$ cat src/rtl/execute_stage.sv
// Execute stage behind the register file: single-cycle ALU ops, iterative shift-add MUL,
// register-file write port and NZCV flag register.
module execute_stage #(
  parameter int unsigned WIDTH     = 32,
  parameter int unsigned MUL_STEPS = 32
) (
  input  logic             clk,
  input  logic             rst,
  input  logic             in_valid,
  output logic             in_ready,
  input  logic [3:0]       op,
  input  logic [WIDTH-1:0] src_a,
  input  logic [WIDTH-1:0] src_b,
  input  logic [WIDTH-1:0] imm,
  input  logic             use_imm,
  input  logic [3:0]       rd_in,
  output logic             out_valid,
  output logic             we_RF,
  output logic [3:0]       rd,
  output logic [WIDTH-1:0] WD3,
  output logic [3:0]       flags,
  output logic             illegal
);

  localparam int unsigned SHW = $clog2(WIDTH);
  localparam int unsigned CW  = $clog2(MUL_STEPS + 1);

  localparam logic [3:0] OP_ADD = 4'd0;
  localparam logic [3:0] OP_SUB = 4'd1;
  localparam logic [3:0] OP_AND = 4'd2;
  localparam logic [3:0] OP_ORR = 4'd3;
  localparam logic [3:0] OP_EOR = 4'd4;
  localparam logic [3:0] OP_LSL = 4'd5;
  localparam logic [3:0] OP_LSR = 4'd6;
  localparam logic [3:0] OP_ASR = 4'd7;
  localparam logic [3:0] OP_MUL = 4'd8;
  localparam logic [3:0] OP_CMP = 4'd9;
  localparam logic [3:0] OP_MOV = 4'd10;

  typedef enum logic [1:0] {
    S_IDLE = 2'd0,
    S_MUL  = 2'd1,
    S_DONE = 2'd2
  } state_t;

  state_t           state, state_nxt;
  logic             in_ready_nxt, out_valid_nxt, we_nxt, illegal_nxt;
  logic [3:0]       rd_nxt, flags_nxt, mul_rd, mul_rd_nxt;
  logic [WIDTH-1:0] wd3_nxt;
  logic [WIDTH-1:0] acc, acc_nxt, mcand, mcand_nxt, mplier, mplier_nxt;
  logic [CW-1:0]    count, count_nxt;

  logic [WIDTH-1:0] opb, diff, alu_res;
  logic [WIDTH:0]   sum;
  logic [SHW-1:0]   amt;
  logic             alu_c, alu_v, alu_cv_upd, alu_we, alu_legal;

  assign opb  = use_imm ? imm : src_b;
  assign amt  = opb[SHW-1:0];
  assign sum  = {1'b0, src_a} + {1'b0, opb};
  assign diff = src_a - opb;

  // Single-cycle ALU on the live operands; its result is only used on an accepting edge.
  always_comb begin
    alu_res    = '0;
    alu_c      = 1'b0;
    alu_v      = 1'b0;
    alu_cv_upd = 1'b0;
    alu_we     = 1'b1;
    alu_legal  = 1'b1;
    case (op)
      OP_ADD: begin
        alu_res    = sum[WIDTH-1:0];
        alu_c      = sum[WIDTH];
        alu_v      = (src_a[WIDTH-1] == opb[WIDTH-1]) && (sum[WIDTH-1] != src_a[WIDTH-1]);
        alu_cv_upd = 1'b1;
      end
      OP_SUB, OP_CMP: begin
        alu_res    = diff;
        alu_c      = (src_a >= opb);
        alu_v      = (src_a[WIDTH-1] != opb[WIDTH-1]) && (diff[WIDTH-1] != src_a[WIDTH-1]);
        alu_cv_upd = 1'b1;
        alu_we     = (op != OP_CMP);
      end
      OP_AND:  alu_res = src_a & opb;
      OP_ORR:  alu_res = src_a | opb;
      OP_EOR:  alu_res = src_a ^ opb;
      OP_LSL:  alu_res = src_a << amt;
      OP_LSR:  alu_res = src_a >> amt;
      OP_ASR:  alu_res = WIDTH'($signed(src_a) >>> amt);
      OP_MOV:  alu_res = opb;
      OP_MUL:  alu_res = '0;
      default: begin
        alu_legal = 1'b0;
        alu_we    = 1'b0;
      end
    endcase
  end

  // State register and all registered outputs.
  always_ff @(posedge clk or negedge rst) begin
    if (!rst) begin
      state     <= S_IDLE;
      in_ready  <= 1'b1;
      out_valid <= 1'b0;
      we_RF     <= 1'b0;
      illegal   <= 1'b0;
      rd        <= '0;
      WD3       <= '0;
      flags     <= '0;
      acc       <= '0;
      mcand     <= '0;
      mplier    <= '0;
      count     <= '0;
      mul_rd    <= '0;
    end else begin
      state     <= state_nxt;
      in_ready  <= in_ready_nxt;
      out_valid <= out_valid_nxt;
      we_RF     <= we_nxt;
      illegal   <= illegal_nxt;
      rd        <= rd_nxt;
      WD3       <= wd3_nxt;
      flags     <= flags_nxt;
      acc       <= acc_nxt;
      mcand     <= mcand_nxt;
      mplier    <= mplier_nxt;
      count     <= count_nxt;
      mul_rd    <= mul_rd_nxt;
    end
  end

  // Next-state and output decode.
  always_comb begin
    state_nxt     = state;
    in_ready_nxt  = in_ready;
    out_valid_nxt = 1'b0;
    we_nxt        = 1'b0;
    illegal_nxt   = 1'b0;
    rd_nxt        = rd;
    wd3_nxt       = WD3;
    flags_nxt     = flags;
    acc_nxt       = acc;
    mcand_nxt     = mcand;
    mplier_nxt    = mplier;
    count_nxt     = count;
    mul_rd_nxt    = mul_rd;
    case (state)
      S_IDLE, S_DONE: begin
        if (in_valid) begin
          if (op == OP_MUL) begin
            state_nxt    = S_MUL;
            in_ready_nxt = 1'b0;
            acc_nxt      = '0;
            mcand_nxt    = src_a;
            mplier_nxt   = opb;
            count_nxt    = '0;
            mul_rd_nxt   = rd_in;
          end else begin
            state_nxt     = S_DONE;
            in_ready_nxt  = 1'b1;
            out_valid_nxt = 1'b1;
            if (!alu_legal) begin
              illegal_nxt = 1'b1;
            end else begin
              flags_nxt[3] = alu_res[WIDTH-1];
              flags_nxt[2] = (alu_res == '0);
              if (alu_cv_upd) flags_nxt[1:0] = {alu_c, alu_v};
              if (alu_we) begin
                we_nxt  = 1'b1;
                rd_nxt  = rd_in;
                wd3_nxt = alu_res;
              end
            end
          end
        end else begin
          state_nxt    = S_IDLE;
          in_ready_nxt = 1'b1;
        end
      end
      S_MUL: begin
        // One multiplier bit per cycle, then one cycle to publish the product.
        if (count == CW'(MUL_STEPS)) begin
          state_nxt     = S_DONE;
          in_ready_nxt  = 1'b1;
          out_valid_nxt = 1'b1;
          we_nxt        = 1'b1;
          rd_nxt        = mul_rd;
          wd3_nxt       = acc;
          flags_nxt[3]  = acc[WIDTH-1];
          flags_nxt[2]  = (acc == '0);
        end else begin
          if (mplier[0]) acc_nxt = acc + mcand;
          mcand_nxt  = mcand << 1;
          mplier_nxt = mplier >> 1;
          count_nxt  = count + CW'(1);
        end
      end
      default: begin
        state_nxt    = S_IDLE;
        in_ready_nxt = 1'b1;
      end
    endcase
  end

endmodule

$ cat config.mk
export PLATFORM = sky130hd
export DESIGN_NAME = execute_stage
export DESIGN_NICKNAME = d
export VERILOG_FILES = /design/src/rtl/execute_stage.sv
export SDC_FILE = /design/constraint.sdc
export NUM_CORES = 1
export LEC_CHECK = 0
export CORE_ASPECT_RATIO = 2
export CORE_MARGIN = 5
export CORE_UTILIZATION = 38
export DETAILED_ROUTE_END_ITERATION = 12
export HOLD_SLACK_MARGIN = 0.1
export PLACE_DENSITY = 0.58
export SLEW_MARGIN = 0
export SYNTH_ARGS = -nofsm -noshare
export SYNTH_HDL_FRONTEND = slang
export SYNTH_SLANG_ARGS = --single-unit
$ cat constraint.sdc
create_clock -name clk -period 9.05 [get_ports clk]
set_input_delay 1.81 -clock clk [delete_from_list [all_inputs] [get_ports clk]]
set_output_delay 1.81 -clock clk [all_outputs]
set_load 0.005 [all_outputs]
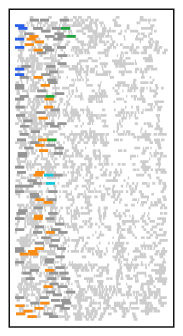
**Above:** run 1 (sequential cells colored by netlist name).
(1 px per um) Other sequential cells in the stronger gray, the rest of the logic in the fainter gray.
flags -> green  # flops 4
state -> cyan  # flops 2
mcand -> orange  # flops 32, where a vertical strip on the left
count -> blue  # flops 6, where north-west
not colored = 108
utilization after layout: 44.91%
power drawn by the sequential cells: 943 uW
Seq/total area: 18.21%
area taken by flip-flops and latches: 3805 um2

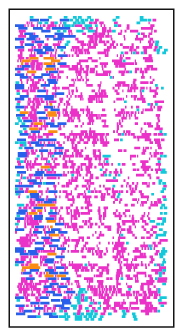
**Above:** run 1 (placed cells, one color a class).
(1 px per um)
remaining buffers and delay cells -> cyan  # cells 227
remaining logic cells -> magenta  # cells 2,045
clock drivers and dummy loads -> orange  # cells 32
registers -> blue  # cells 152

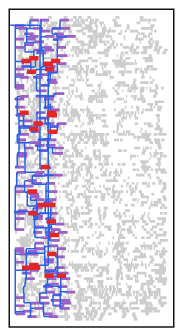
**Above:** run 1 (clock distribution).
(1 px per um)
clock wires -> blue  # length 2,320 um
clock-net drivers -> red  # count 25
flip-flops -> purple  # count 152
routed clock nets = 26
Latency at later pin: 490 ps
power dissipated in the clock network: 833 uW
clock skew: 21.89 ps

## run 1: layer usage
layer  part of all wire, %  vias up  GRT usage [%]
li1                      -     8905              -
met1                    33     9751          37.56
met2                    50     1045          64.21
met3                   6.3      381          5.748
met4                    10        4          29.90
met5                 0.030        -              0
## run 1: worst max-delay path, cell delays in order
cell and delay [ps]:
buf_2 90, buf_4 360, mux2i_4 360, buf_4 600
ha_1 420, o21bai_1 200, o211ai_1 180, a31o_2 290
o221a_2 330, o21ai_0 340, buf_4 210, nand2_1 80
o21a_1 230, a221o_1 300, a2111oi_0 920, nand3_1 280
or4_1 500, o41ai_2 220
## run 1: flip-flops by register name (all words and copies together), names as in the netlist, 2 cells and up
signal  flops
WD3        32
mplier     32
flags       4
acc        32
mcand      32
rd          4
mul_rd      4
state       2
count       6
## run 1: power by group through the flow
stage | Combinational, uW | Clock (uW) | Sequential, uW
finish | 1500 | 833 | 943
detailed placement | 1460 | 0 | 954
CTS | 1470 | 847 | 943
global route | 1610 | 872 | 963
floorplan | 863 | 0 | 922
global placement | 1450 | 0 | 951
## run 1: final cells by class
class	instances	area, um2	share of cell area [%]
Multi-Input combinational cell	1928	13060	62.52
Sequential cell	152	3805	18.21
Timing Repair Buffer	227	2091	10.01
Tap cell	627	784.5	3.755
Clock buffer	28	646.9	3.096
Inverter	117	444.2	2.126
Clock inverter	4	52.55	0.2515
Antenna cell	3	7.507	0.03593
## run 1: worst min path at each step
stage / from / cells after the start / to / slack, ps
final: rd[0] / 2 / rd[0] / 480
after global routing: mul_rd[2] / 2 / mul_rd[2] / 500
after CTS: rd[0] / 2 / rd[0] / 480
after detailed placement: mul_rd[3] / 2 / mul_rd[3] / 470
after global placement: mul_rd[3] / 2 / mul_rd[3] / 460
after floorplan: mul_rd[0] / 2 / mul_rd[0] / 450
==> results.ini, run 1 <==
[run_status]
run_status = finished clean

[clock_tree]
postCtsSetupBuffers = 0
clock_pin_transition_on_the_worst_setup_and_hold_timing_paths_ps = 50
cts_max_level = 4
cts_max_path_buffers = 3
cts_buffers = 25
number_of_hold_repair_buffers_added_at_the_cts_stage = 0
tritoncts = yes
cts_root_buf = clkbuf_16
cts.sinks = 152

[pwr]
power_uw = 3277
comb_power_share_pct = 45.8
max-vdd-ir-drop_mv = 0.1762
pwr_density_cell_nw_per_um2 = 156.8
clock_network_fraction_of_total_power_pct = 25.4
power_report.internal_total_uw = 1919
switching_power_uw = 1358

[yosys]
synthesis.area_um2 = 17810
yosys.area.top_type_share_pct = 21.22
yosys-top-cells-count = nand2_1, a21oi_1, nor2_1
post_synth_and_or_nand_nor_area_fraction_pct = 19.00
yosys-stat-area_um2 = 17810
yosys_cells = 2356
enable_flop_cells = 0
dominantRegCellSynth = dfrtp_1
synth_cells = 2356
ys_sh_xor_pct = 2.016
mux_share_pct = 12.16
yosys-top-cells-area = dfrtp_1, ha_1, mux2i_1, a21oi_1, o21ai_0
largest_area_cell = dfrtp_1
synth-adder-area-share_pct = 9.470
post_synth_ao_oa_area_fraction_pct = 29.96
synth.yosys.seq_area_share_pct = 21.36
number_of_nets_produced_by_synthesis = 2597
synth_dominant_cell_count = nand2_1
post_synth_num_cell_types = 87
ys_async_sr_fraction_pct = 100.0
yosys-dominant-comb-family = AND-OR/OR-AND gates
yosysWarningCount = 0

[setup_path]
worst_setup_path_startpoint = use_imm
path_max_fanout = 38
crit_path_end_kind = flop
worst-r2r-setup-slack_ps = 4500
crit_path_start_kind = input port
critPathCapture = flags[2]
class_of_the_most_critical_setup_path = input port to flop
worst_ep_required_time_ps = 9420
arrival_worst_endpoint_ps = 7760
worstReg2RegEnd = flags[2]
worstRegToRegCells = 14

[place]
place_congestion = 1.050
dpl_cell_area_um2 = 20190
placement.setup.worst_slack_ps = 1338
detailed_place_hpwl_um = 76030
numPlacedInstances = 3051

[run]
warning_total_across_the_stage_logs = 89
cap_viol_max_count = 0

[sta]
worst_slew_pin_slew_ps = 1138
tns_ps = 0
setup_ws_ps = 1656
timing.final.setup_violations = 0
period_needed_ps = 7394
max_clock_freq_mhz = 135.3
report.final.hold_viol_count = 0
final.period_utilization_pct = 81.70
final_hold_slack_ps = 481.5
final_max_slew_viol_count = 0

[floorplanning]
design.die.area_um2 = 51560
die_y_um = 316.2
core_um2 = 46520
io_pins = 152
num_rows = 112
init_core_util_pct = 38.28

[route]
avgViaCountPerCell = 6.509
detail-route-antenna-nets = 0
drc_errors = 0
total_length_of_routed_wires_um = 96080
drt_pass1_iterations = 7

[finish]
mostFrequentLayoutCells = nand2_1, a21oi_1, nor2_1
final_layout_size_suffix_gt1_share_pct = 8.184
layout-area-overhead-vs-synth_pct = 17.31
final_common_cell = nand2_1
layout.cell_area.non_filler_um2 = 20890
finalNetCount = 2692
final-instance-count-excl-fill = 3086

[global_route]
grt_overflow = 0
vias_in_the_first_global_route = 20018

[worst_hold_path]
hold_path_class = flop to flop

**Run 1: port wiring**

(2 px per um)
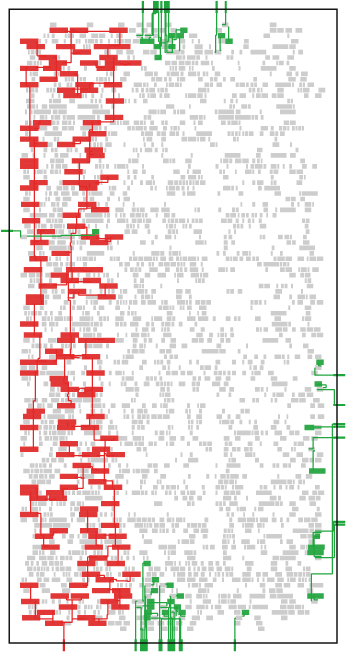

==> run 2: changes to the inputs <==
==> constraint.sdc (replaced) <==
create_clock -name clk -period 7.65 [get_ports clk]
set_input_delay 1.53 -clock clk [delete_from_list [all_inputs] [get_ports clk]]
set_output_delay 1.53 -clock clk [all_outputs]
set_load 0.005 [all_outputs]
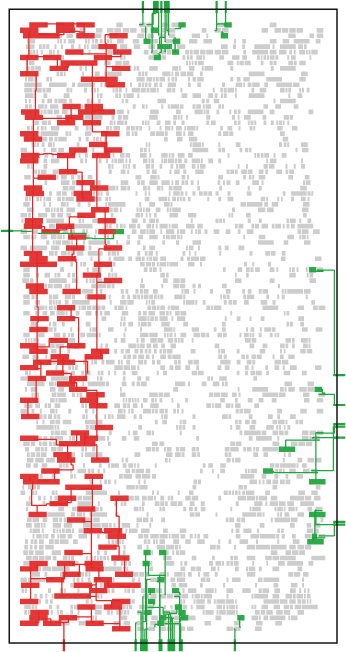
**Above:** run 2 (port wiring).
(2 px per um)
rst -> red  # bits 1, direction input, edge south, end cells 152, wire 1,270 um
imm -> green  # bits 32, direction input, edge 14 south, 10 north, 7 east, 1 west, end cells 33, wire 898 um
quantity of I/O buffers inserted on ports: 151
Top Ports: 152

==> results.ini, run 2 <==
[global_route]
grt_overflow = 0  ; unchanged
vias_in_the_first_global_route = 20317  ; was 20,018
met3_usage_pct = 5.800  ; was 5.748%
grtUsageMet2_pct = 64.04  ; was 64.21%
grt_use_total_pct = 36.75  ; was 36.43%
busiest_layer = met2  ; unchanged
grt_pass1_wl_um = 139000  ; was 137,800 um
global_route.usage.met1_pct = 37.67  ; was 37.56%

[sta]
max_clock_freq_mhz = 143.0
tns_ps = 0  ; unchanged
final.period_utilization_pct = 91.41
timing.final.setup_violations = 0  ; unchanged
report.final.hold_viol_count = 0  ; unchanged
worst_slew_pin_slew_ps = 1126  ; was 1138 ps
final_max_slew_viol_count = 0  ; unchanged
fin_worst_skew_ps = 22.25  ; was 21.89 ps
period_needed_ps = 6993
setup_ws_ps = 656.8  ; was 1656 ps

[finish]
mostFrequentLayoutCells = nand2_1, a21oi_1, nor2_1  ; unchanged
final_layout_size_suffix_gt1_share_pct = 9.692  ; was 8.184%
layout-area-overhead-vs-synth_pct = 19.33  ; was 17.31%
final_common_cell = nand2_1  ; unchanged
finalCoreUtilization_pct = 45.68  ; was 44.91%
finalNetCount = 2735  ; was 2,692

[yosys]
yosys.area.top_type_share_pct = 21.22  ; unchanged
dominantRegCellSynth = dfrtp_1  ; unchanged
ys_async_sr_fraction_pct = 100.0  ; unchanged
number_of_nets_produced_by_synthesis = 2597  ; unchanged
yosys-top-cells-area = dfrtp_1, ha_1, mux2i_1, a21oi_1, o21ai_0  ; unchanged
post_synth_num_cell_types = 87  ; unchanged
synth-adder-area-share_pct = 9.470  ; unchanged
synth_cells = 2356  ; unchanged
ys_sh_xor_pct = 2.016  ; unchanged
post_synth_and_or_nand_nor_area_fraction_pct = 19.00  ; unchanged
yosys_cells = 2356  ; unchanged
yosys-stat-area_um2 = 17810  ; unchanged
yosys-top-cells-count = nand2_1, a21oi_1, nor2_1  ; unchanged
mux_share_pct = 12.16  ; unchanged
yosysWarningCount = 0  ; unchanged
post_synth_ao_oa_area_fraction_pct = 29.96  ; unchanged
yosys-dominant-comb-family = AND-OR/OR-AND gates  ; unchanged
synth.yosys.seq_area_share_pct = 21.36  ; unchanged
enable_flop_cells = 0  ; unchanged
synth_dominant_cell_count = nand2_1  ; unchanged
synthesis.area_um2 = 17810  ; unchanged
largest_area_cell = dfrtp_1  ; unchanged

[worst_hold_path]
hold_path_class = flop to flop  ; unchanged

[clock_tree]
postCtsSetupBuffers = 0  ; unchanged
cts_buffers = 25  ; unchanged
clock_pin_transition_on_the_worst_setup_and_hold_timing_paths_ps = 50  ; about the same
number_of_hold_repair_buffers_added_at_the_cts_stage = 0  ; unchanged
cts_root_buf = clkbuf_16  ; unchanged
cts_max_level = 4  ; unchanged
cts_max_path_buffers = 3  ; unchanged
worstSkewPairLatency_ps = 490  ; about the same
cts.sinks = 152  ; unchanged

[route]
drc_errors = 0  ; unchanged
avgViaCountPerCell = 6.474  ; was 6.509
total_length_of_routed_wires_um = 97540  ; was 96,080 um
detail-route-antenna-nets = 0  ; unchanged
wl_per_cell_um = 31.21  ; was 31.13 um
drt_pass1_iterations = 6  ; was 7

[setup_path]
critPathBufInv = 4  ; unchanged
crit_path_start_kind = input port  ; unchanged
timing.critical_path.slowest_cell_delay_ps = 690  ; was 920 ps
path_max_fanout = 33  ; was 38
timing.critical_path.max_delay_family = simple AND/OR/NAND/NOR gates  ; was AND-OR/OR-AND gates
class_of_the_most_critical_setup_path = input port to flop  ; unchanged
worst-r2r-setup-slack_ps = 3300  ; was 4500 ps
arrival_worst_endpoint_ps = 7360  ; was 7760 ps
critical_path.cell_chain = clkdlybuf4s50_1 > mux2i_4 > buf_12 > mux4_2 > mux2i_1 > a221oi_1 > o21ai_0 > buf_4 > a22oi_1 > nor4_1 > buf_4 > nand4_1 > or4_1 > or3_1 > or4_1 > o41ai_2  ; was buf_2 > buf_4 > mux2i_4 > buf_4 > ha_1 > o21bai_1 > o211ai_1 > a31o_2 > o221a_2 > o21ai_0 > buf_4 > nand2_1 > o21a_1 > a221o_1 > a2111oi_0 > nand3_1 > or4_1 > o41ai_2
standard_cell_with_the_maximum_stage_delay_on_the_critical_path = mux4_2  ; was a2111oi_0
crit_path_end_kind = flop  ; unchanged

[place]
placement.setup.worst_slack_ps = 471.6  ; was 1338 ps
detailed_place_hpwl_um = 77890  ; was 76,030 um
place_congestion = 1.038  ; was 1.050

[floorplanning]
init_core_util_pct = 38.28  ; unchanged
core_um2 = 46520  ; unchanged
die_y_um = 316.2  ; unchanged
design.die.area_um2 = 51560  ; unchanged
num_rows = 112  ; unchanged

[pwr]
pwr_density_cell_nw_per_um2 = 185.0  ; was 156.8 nW/um2
max-vdd-ir-drop_mv = 0.2898  ; was 0.1762 mV

[run]
cap_viol_max_count = 0  ; unchanged
warning_total_across_the_stage_logs = 86  ; was 89

[run_status]
run_status = finished clean  ; unchanged

-- run 2: area by class of cell --
class,count,area [um2]
Fill cell,4786,25270
Tap cell,627,784.5
Timing Repair Buffer,270,2464
Clock inverter,3,42.54
Antenna cell,1,2.502
Multi-Input combinational cell,1928,13060
Inverter,117,444.2
Sequential cell,152,3805
Clock buffer,27,653.1
-- run 2: power by group --
part / internal [uW] / switching (uW) / total [uW] / leakage (uW)
registers: 983 / 133 / 1120 / 0.00192
clock network: 631 / 356 / 988 / 0.000341
logic: 688 / 1140 / 1830 / 0.00717
-- run 2: stage by stage --
step / total power (uW) / cell area [um2] / std cells / hold WS [ps]
finish: 3932 / 21250 / 3125 / 479.8
global route: 4119 / 21250 / 3124 / 506.2
CTS: 3913 / 21250 / 3124 / 482.7
detailed placement: 2907 / 20550 / 3094 / 471.2
global placement: 2894 / 20550 / 3094 / 458.2
floorplan: 2112 / 17810 / 2356 / 445.4
-- run 2: routing by layer --
layer / vias up / wire [um] / part of all wire [%]
li1: 8989 / - / -
met1: 9829 / 32630 / 33
met2: 1034 / 48060 / 49
met3: 374 / 6168 / 6.3
met4: 4 / 10650 / 11
met5: - / 27 / 0.028
-- run 2: tightest hold or removal path, stage by stage (launching register included) --
cell     delay, ps
dfrtp_1        340
nand2_1         50
nand2_1         60
-- run 2: final timing paths --
kind	cells past startpoint	start	to
worst max register to register	14	count[0]	flags[2]
max in group asynchronous	2	rst	mcand[29]
worst max-delay path	16	src_b[1]	flags[2]
worst min-delay path	2	mul_rd[3]	mul_rd[3]
worst min register to register	2	mul_rd[3]	mul_rd[3]
min in group asynchronous	1	rst	WD3[4]
**Run 2: clock distribution**

(1 px per um)
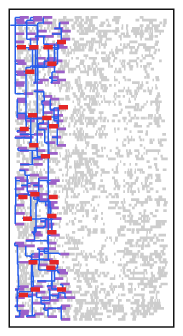

==> run 3: changes to the inputs <==
--- a/config.mk
+++ b/config.mk
@@ -5,12 +5,12 @@
 export SDC_FILE = /design/constraint.sdc
 export NUM_CORES = 1
 export LEC_CHECK = 0
+export CAP_MARGIN = 0
 export CORE_ASPECT_RATIO = 2
 export CORE_MARGIN = 5
 export CORE_UTILIZATION = 38
 export DETAILED_ROUTE_END_ITERATION = 12
 export HOLD_SLACK_MARGIN = 0.1
-export PLACE_DENSITY = 0.58
 export SLEW_MARGIN = 0
 export SYNTH_ARGS = -nofsm -noshare
 export SYNTH_HDL_FRONTEND = slang
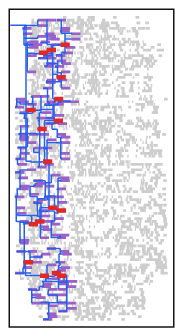
**Above:** run 3 (clock distribution).
(1 px per um)
flip-flops -> purple  # count 152
clock-net drivers -> red  # count 17
clock wires -> blue  # length 2,190 um
routed clock nets = 18

==> results.ini, run 3 <==
[run_status]
run_status = finished clean  ; unchanged

[yosys]
synth_dominant_cell_count = nand2_1  ; unchanged
synth_cells = 2356  ; unchanged
synth.yosys.seq_area_share_pct = 21.36  ; unchanged
mux_share_pct = 12.16  ; unchanged
post_synth_ao_oa_area_fraction_pct = 29.96  ; unchanged
post_synth_num_cell_types = 87  ; unchanged
synth-adder-area-share_pct = 9.470  ; unchanged
enable_flop_cells = 0  ; unchanged
yosys.area.top_type_share_pct = 21.22  ; unchanged
post_synth_and_or_nand_nor_area_fraction_pct = 19.00  ; unchanged
yosys-stat-area_um2 = 17810  ; unchanged
yosys-top-cells-area = dfrtp_1, ha_1, mux2i_1, a21oi_1, o21ai_0  ; unchanged
ys_async_sr_fraction_pct = 100.0  ; unchanged
dominantRegCellSynth = dfrtp_1  ; unchanged

[setup_path]
critPathBufInv = 3  ; was 4
standard_cell_with_the_maximum_stage_delay_on_the_critical_path = a311oi_1  ; was mux4_2
crit_path_end_kind = flop  ; unchanged
timing.critical_path.max_delay_family = simple AND/OR/NAND/NOR gates  ; unchanged
crit_path_start_kind = input port  ; unchanged
crit_path_frequent_cell = or4_1
critical_path.cell_chain = buf_2 > buf_12 > mux2i_4 > buf_4 > mux4_2 > a21oi_1 > a221oi_1 > a311oi_1 > o21ai_1 > nor4_1 > nand4_1 > or4_1 > or3_1 > or4_1 > o41ai_2  ; was clkdlybuf4s50_1 > mux2i_4 > buf_12 > mux4_2 > mux2i_1 > a221oi_1 > o21ai_0 > buf_4 > a22oi_1 > nor4_1 > buf_4 > nand4_1 > or4_1 > or3_1 > or4_1 > o41ai_2
worst_ep_required_time_ps = 7980  ; was 8020 ps
timing.critical_path.slowest_cell_delay_ps = 720  ; was 690 ps
arrival_worst_endpoint_ps = 7310  ; was 7360 ps

[finish]
finalNetCount = 2706  ; was 2,735
layout-area-overhead-vs-synth_pct = 17.77  ; was 19.33%
mostFrequentLayoutCells = nand2_1, a21oi_1, nor2_1  ; unchanged
final_common_cell = nand2_1  ; unchanged
fillers = 4734  ; was 4,786

[sta]
worst_slew_pin_slew_ps = 1141  ; was 1126 ps
timing.final.setup_violations = 0  ; unchanged
period_needed_ps = 6982  ; was 6993 ps
fin_worst_skew_ps = 10.26  ; was 22.25 ps
final.period_utilization_pct = 91.27  ; was 91.41%
report.final.hold_viol_count = 0  ; unchanged
final_max_slew_viol_count = 0  ; unchanged
max_clock_freq_mhz = 143.2  ; was 143.0 MHz

[floorplanning]
io_pins = 152  ; unchanged
init_core_util_pct = 38.28  ; unchanged
design.die.area_um2 = 51560  ; unchanged
die_y_um = 316.2  ; unchanged
num_rows = 112  ; unchanged
core_um2 = 46520  ; unchanged

[place]
dpl_cell_area_um2 = 20350  ; was 20,550 um2
place_congestion = 1.083  ; was 1.038
detailed_place_hpwl_um = 72140  ; was 77,890 um

[worst_hold_path]
hold_path_class = flop to flop  ; unchanged

[clock_tree]
cts_buffers = 17  ; was 25
number_of_hold_repair_buffers_added_at_the_cts_stage = 0  ; unchanged
cts_max_level = 4  ; unchanged
postCtsSetupBuffers = 0  ; unchanged
cts.sinks = 152  ; unchanged
cts_root_buf = clkbuf_16  ; unchanged

[pwr]
pwr_density_cell_nw_per_um2 = 179.6  ; was 185.0 nW/um2
max-vdd-ir-drop_mv = 0.1592  ; was 0.2898 mV

[global_route]
grt_pass1_wl_um = 133400  ; was 139,000 um
vias_in_the_first_global_route = 20127  ; was 20,317
grt_use_total_pct = 34.63  ; was 36.75%
busiest_layer = met2  ; unchanged
met3_usage_pct = 6.074  ; was 5.800%
global_route.usage.met1_pct = 36.09  ; was 37.67%

[route]
total_length_of_routed_wires_um = 91210  ; was 97,540 um
detail-route-antenna-nets = 0  ; unchanged
drc_errors = 0  ; unchanged

[run]
cap_viol_max_count = 0  ; unchanged
warning_total_across_the_stage_logs = 86  ; unchanged

## run 3: report_power, final
part	total, uW	switching (uW)	internal, uW
clock	884	347	537
combinational	1770	1100	670
sequential	1120	135	982
## run 3: per-stage QoR
| step | hold WS, ps | utilization (%) | setup WS, ps | instances |
|---|---|---|---|---|
| 2_1_floorplan | 445.4 | - | 751.7 | 2356 |
| 3_3_place_gp | 457.1 | 43.74 | 546.8 | 3073 |
| 3_5_place_dp | 462.7 | 43.74 | 477.8 | 3073 |
| 4_1_cts | 478.4 | 45.07 | 899.0 | 3105 |
| 5_1_grt | 497.8 | 45.07 | 695.4 | 3105 |
| 6_report | 477.4 | 45.08 | 668.2 | 3108 |
## run 3: per-layer routing
metal	vias up	routed length [um]	share of wire, %
li1	8932	-	-
met1	9718	30430	33
met2	1209	44320	49
met3	423	6369	7.0
met4	2	10080	11
met5	-	13	0.014
## run 3: cell type report
cell class | instances | area (um2) | share of cell area, %
Antenna cell | 3 | 7.507 | 0.03579
Clock buffer | 20 | 466.7 | 2.225
Clock inverter | 12 | 148.9 | 0.7099
Inverter | 117 | 444.2 | 2.118
Multi-Input combinational cell | 1928 | 13050 | 62.21
Sequential cell | 152 | 3805 | 18.14
Tap cell | 627 | 784.5 | 3.740
Timing Repair Buffer | 249 | 2268 | 10.82
## run 3: final timing paths
kind | to | depth (start not counted) | from
setup / recovery | flags[2] | 15 | use_imm
hold / removal | mul_rd[3] | 2 | mul_rd[3]
setup reg to reg | flags[2] | 14 | count[0]
hold reg to reg | mul_rd[3] | 2 | mul_rd[3]
max in group asynchronous | mplier[29] | 2 | rst
min in group asynchronous | WD3[2] | 1 | rst
Power is estimated from default activity; no workload was simulated.
